<file path="src/rtl/adder_and_not_32_pkg.sv">
`default_nettype none
// ============================================================================
// Module   : adder_and_not_32_pkg
// Purpose  : Shared operation encodings and defaults for adder_and_not_32.
// Contents : op_e - 2-bit operation select (ADD, AND, NOT, reserved)
//            DEFAULT_WIDTH - default datapath width
// Revision : 1.0 - initial release
// ============================================================================
package adder_and_not_32_pkg;

  localparam int DEFAULT_WIDTH = 32;

  typedef enum logic [1:0] {
    OP_ADD  = 2'b00,
    OP_AND  = 2'b01,
    OP_NOT  = 2'b10,
    OP_RSVD = 2'b11
  } op_e;

endpackage : adder_and_not_32_pkg
`default_nettype wire

</file>
<file path="src/rtl/adder_32_core.sv">
`default_nettype none
// ============================================================================
// Module   : adder_32_core
// Purpose  : Purely combinational ripple-carry adder; cin enters bit 0 and
//            the carry ripples up to bit WIDTH-1.
// Ports    : a, b  - addends (WIDTH bits)
//            cin   - carry into bit 0
//            sum   - a + b + cin modulo 2^WIDTH
//            cout  - carry out of bit WIDTH-1
// Revision : 1.0 - initial release
// ============================================================================
module adder_32_core #(
  parameter int WIDTH = 32
) (
  input  logic [WIDTH-1:0] a,
  input  logic [WIDTH-1:0] b,
  input  logic             cin,
  output logic [WIDTH-1:0] sum,
  output logic             cout
);

  // carry[i] is the carry into bit i; carry[WIDTH] is the final carry-out.
  logic [WIDTH:0] carry;

  assign carry[0] = cin;

  for (genvar i = 0; i < WIDTH; i++) begin : g_bit
    logic half;
    assign half         = a[i] ^ b[i];
    assign sum[i]       = half ^ carry[i];
    assign carry[i + 1] = (a[i] & b[i]) | (carry[i] & half);
  end

  assign cout = carry[WIDTH];

endmodule : adder_32_core
`default_nettype wire

</file>
<file path="src/rtl/adder_and_not_32.sv">
`default_nettype none
// ============================================================================
// Module   : adder_and_not_32
// Purpose  : Single-cycle ALU slice: ADD (ripple-carry), bitwise AND, bitwise
//            NOT, plus a reserved op that yields zero. Results are registered
//            with exactly one cycle of latency and no backpressure.
// Ports    : clk       - clock, all state updates on rising edge
//            rst_n     - synchronous active-low reset (wins over in_valid)
//            in_valid  - qualifies op/a/b/cin
//            op        - 00 ADD, 01 AND, 10 NOT, 11 reserved
//            a, b, cin - operands (b unused for NOT, cin used only for ADD)
//            out_valid - result/cout/zero carry a fresh result
//            result    - registered result
//            cout      - registered ADD carry-out (0 for other ops)
//            zero      - registered result is all zeros (0 if disabled)
// Revision : 1.0 - initial release
// ============================================================================
module adder_and_not_32
  import adder_and_not_32_pkg::*;
#(
  parameter int WIDTH        = DEFAULT_WIDTH,
  parameter bit ZERO_FLAG_EN = 1'b1
) (
  input  logic             clk,
  input  logic             rst_n,
  input  logic             in_valid,
  input  logic [1:0]       op,
  input  logic [WIDTH-1:0] a,
  input  logic [WIDTH-1:0] b,
  input  logic             cin,
  output logic             out_valid,
  output logic [WIDTH-1:0] result,
  output logic             cout
  ,
  output logic             zero
);

  logic [WIDTH-1:0] add_sum;
  logic             add_cout;
  logic [WIDTH-1:0] result_d;
  logic             cout_d;

  logic             valid_q;
  logic [WIDTH-1:0] result_q;
  logic             cout_q;

  adder_32_core #(
    .WIDTH (WIDTH)
  ) u_adder (
    .a    (a),
    .b    (b),
    .cin  (cin),
    .sum  (add_sum),
    .cout (add_cout)
  );

  // Output mux; carry-out is only meaningful for ADD.
  always_comb begin
    result_d = '0;
    cout_d   = 1'b0;
    case (op_e'(op))
      OP_ADD: begin
        result_d = add_sum;
        cout_d   = add_cout;
      end
      OP_AND:  result_d = a & b;
      OP_NOT:  result_d = ~a;
      default: result_d = '0;
    endcase
  end

  // out_valid follows in_valid every cycle; payload only loads on a valid
  // cycle so it holds across idle cycles.
  always_ff @(posedge clk) begin
    if (!rst_n) begin
      valid_q  <= 1'b0;
      result_q <= '0;
      cout_q   <= 1'b0;
    end else begin
      valid_q <= in_valid;
      if (in_valid) begin
        result_q <= result_d;
        cout_q   <= cout_d;
      end
    end
  end

  // The zero flag is kept in its own register, loaded alongside result, so it
  // always reflects the held result yet still reads 0 straight out of reset
  // (where result is 0 but no operation has completed).
  if (ZERO_FLAG_EN) begin : g_zero_en
    logic zero_q;
    always_ff @(posedge clk) begin
      if (!rst_n) begin
        zero_q <= 1'b0;
      end else if (in_valid) begin
        zero_q <= (result_d == '0);
      end
    end
    assign zero = zero_q;
  end else begin : g_zero_dis
    assign zero = 1'b0;
  end

  assign out_valid = valid_q;
  assign result    = result_q;
  assign cout      = cout_q;

endmodule : adder_and_not_32
`default_nettype wire

</file>
<file path="config.mk">
export PLATFORM = sky130hd
export DESIGN_NAME = adder_and_not_32
export DESIGN_NICKNAME = d
export VERILOG_FILES = /design/src/rtl/adder_and_not_32_pkg.sv /design/src/rtl/adder_32_core.sv /design/src/rtl/adder_and_not_32.sv
export SDC_FILE = /design/constraint.sdc
export NUM_CORES = 1
export LEC_CHECK = 0
export ABC_AREA = 0
export CAP_MARGIN = 25
export CORE_ASPECT_RATIO = 0.9
export CORE_MARGIN = 4
export CORE_UTILIZATION = 48
export DETAILED_ROUTE_END_ITERATION = 8
export PLACE_DENSITY_LB_ADDON = 0.08
export RECOVER_POWER = 50
export SLEW_MARGIN = 20
export SYNTH_ARGS = -nofsm -noshare
export SYNTH_HDL_FRONTEND = slang
export SYNTH_SLANG_ARGS = --single-unit
</file>
<file path="constraint.sdc">
create_clock -name clk -period 18.2 [get_ports clk]
set_input_delay 3.64 -clock clk [delete_from_list [all_inputs] [get_ports clk]]
set_output_delay 3.64 -clock clk [all_outputs]
set_load 0.02 [all_outputs]
</file>
==> images/met3.png <==
Bar = 20 µm.
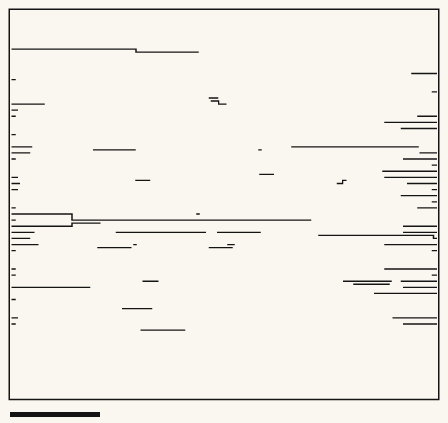
- nets with wire on the layer: 67
- share of all routed wire: 6.1%
- main direction: horizontal
Routed WL: 8482 µm
Via Count: 2692
M3 GR Usage: 4.774%

==> images/drive_strength.png <==
Bar = 20 µm.
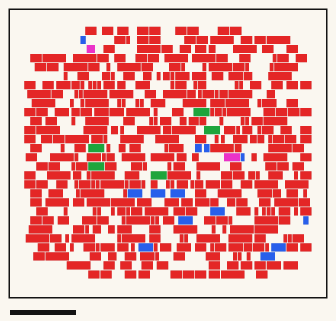
- drive 6 and up: green (cells 5; most used clkbuf_8)
- drive 1 or less: red (cells 406; most used clkdlybuf4s50_1)
- drive 2: blue (cells 13; most used a22oi_2)
- drive 3 to 4: magenta (cells 2)

==> run notes <==
fresh numbers from the pnr run: status=finished with violations, violations in the final reports=capacitance limit, slew limit, CTS clk-pin slew, worst paths=0.07 ns, Final Cycle Share=96.37%, Comb pwr share=40.5%, largest net degree at the start of global routing=65, syn_area_per_cell=9.856 µm², most common cell type on the critical path=fa_1, FP Util=49.72%, Pre-Repair DR Iteration Count=4, cell count after placement=508, Slew Limit Fails=36, Worst setup SP type=input pin, Slew @ Worst Pin=1.516 ns, Fin Setup TNS=0 ns, max cap viols=1, Chip Width=95.30 µm, Internal Power=0.0001551 W, CTS Buf Count=5, Seq pwr share=36.0%, register area share after synthesis=21.28%, GR Util All Layers=21.47%, CTS max path bufs=2, number of global-route vias before repair=2837, Switch Pwr=0.00008104 W, nets@finish=559, OpenROAD warnings=58, most frequent logic cell in the layout=clkdlybuf4s50_1, Placer Congestion=0.8500, Setup Buffers After CTS=0, Area Growth Syn to Fin=33.37%, clk latency late pin=0.28 ns, Die Y-Extent=86.57 µm, Async SR Flop Fraction=0%, Synth area leader=dfxtp_1, Setup CP Type=input pin to flip-flop, Yosys Instances=334, CTS H-Tree Depth=2, critical path's largest stage delay=0.52 ns, EDFF count, synth=0
==> images/final_placement.png <==
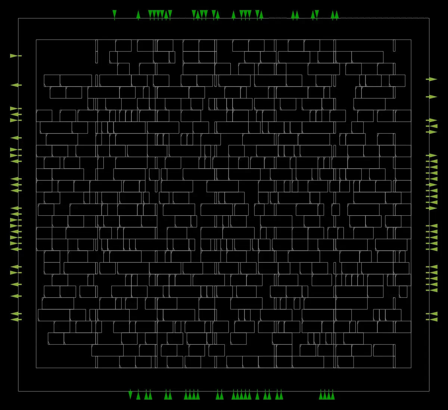
non-filler cells, final: 516
Core Util, Final: 66.31%

==> images/metal_stack.png <==
Bar = 20 µm.
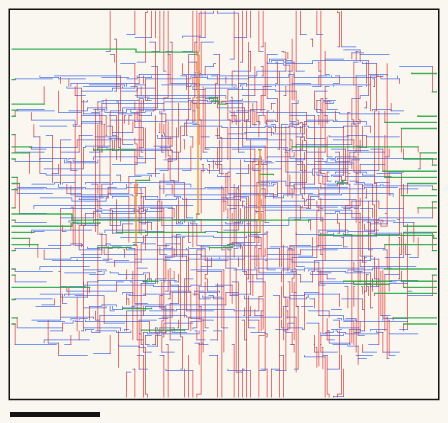
- met2: red (wire length 4060 µm)
- met4: orange (wire length 68.7 µm)
- met1: blue (wire length 3830 µm)
- met3: green (wire length 520 µm)

==> power by group through the flow <==
stage / registers (W) / logic (W) / clock network (W)
floorplan: 0.0000933 / 0.0000499 / 0
detailed placement: 0.0000868 / 0.0000976 / 0
global route: 0.0000857 / 0.000107 / 0.0000603
finish: 0.0000849 / 0.0000957 / 0.0000555
CTS: 0.0000852 / 0.0000985 / 0.0000567
global placement: 0.0000868 / 0.0000958 / 0
==> cells in the mapped netlist, types with 2 or more instances <==
master    count
buf_2         2
nand2_1      32
inv_1        66
a22oi_2       8
nor2b_1       2
dfxtp_1      35
nor4_1        3
o211a_1      32
clkbuf_1     11
buf_6         5
a32oi_1       2
a22oi_1      21
mux2i_1      31
buf_1         2
ha_1         32
fa_1         32
nand4_1       7
==> logic make-up (layout without fill, tap and decap cells) <==
kind of cell / count (synthesis) / in the layout / share of synthesized area (%)
AOI/OAI and AO/OA: 66 / 66 / 18.81
adders and majority gates: 64 / 64 / 31.62
buffers and inverters: 89 / 181 / 11.82
DFF: 35 / 35 / 21.28
muxes: 31 / 31 / 9.426
and+or+nand+nor: 49 / 49 / 7.032
==> sequential cells by signal, summed over array words and instances, names as in the netlist <==
name,flops
zero,1
cout,1
result,32
out_valid,1
==> critical path, delay by kind of cell <==
kind	cells	cell delay, ns
fa+ha+maj	32	12.50
mux	1	0.07
buf+inv	4	0.72
simple gates	3	0.43
compound gates	2	0.37
==> layer usage <==
metal	vias to the layer above	wire [µm]	part of all wire, %	global-route usage (%)
met5	-	0	0	0
met4	0	68	0.80	4.718
met3	7	519	6.1	4.774
met2	87	4060	48	35.16
met1	1309	3833	45	29.07
li1	1289	-	-	-
==> stage by stage <==
stage / hold slack, ns / instance area (µm²)
floorplan: 0.6002 / 3292
global placement: 0.4616 / 4313
detailed placement: 0.4664 / 4313
finish: 0.4764 / 4390
CTS: 0.4842 / 4394
global route: 0.4948 / 4390
==> path summary, 6_finish.rpt <==
| path | from | endpoint | slack, ns | cells past startpoint |
|---|---|---|---|---|
| hold reg to reg | result[26] | result[26] | 0.48 | 1 |
| hold / removal | result[26] | result[26] | 0.48 | 1 |
| setup / recovery | a[0] | zero | 0.66 | 42 |
| setup reg to reg | result[19] | result[19] | 17.36 | 2 |
==> cell type report <==
class	instances	area, µm²
repair buffers	106	1042
multi-input cells	210	2202
well taps	90	112.6
fillers	543	2231
clock inverters	1	5.005
inverters	67	251.5
clock buffers	7	76.32
flip-flops and latches	35	700.7
Power is estimated from default activity; no workload was simulated.
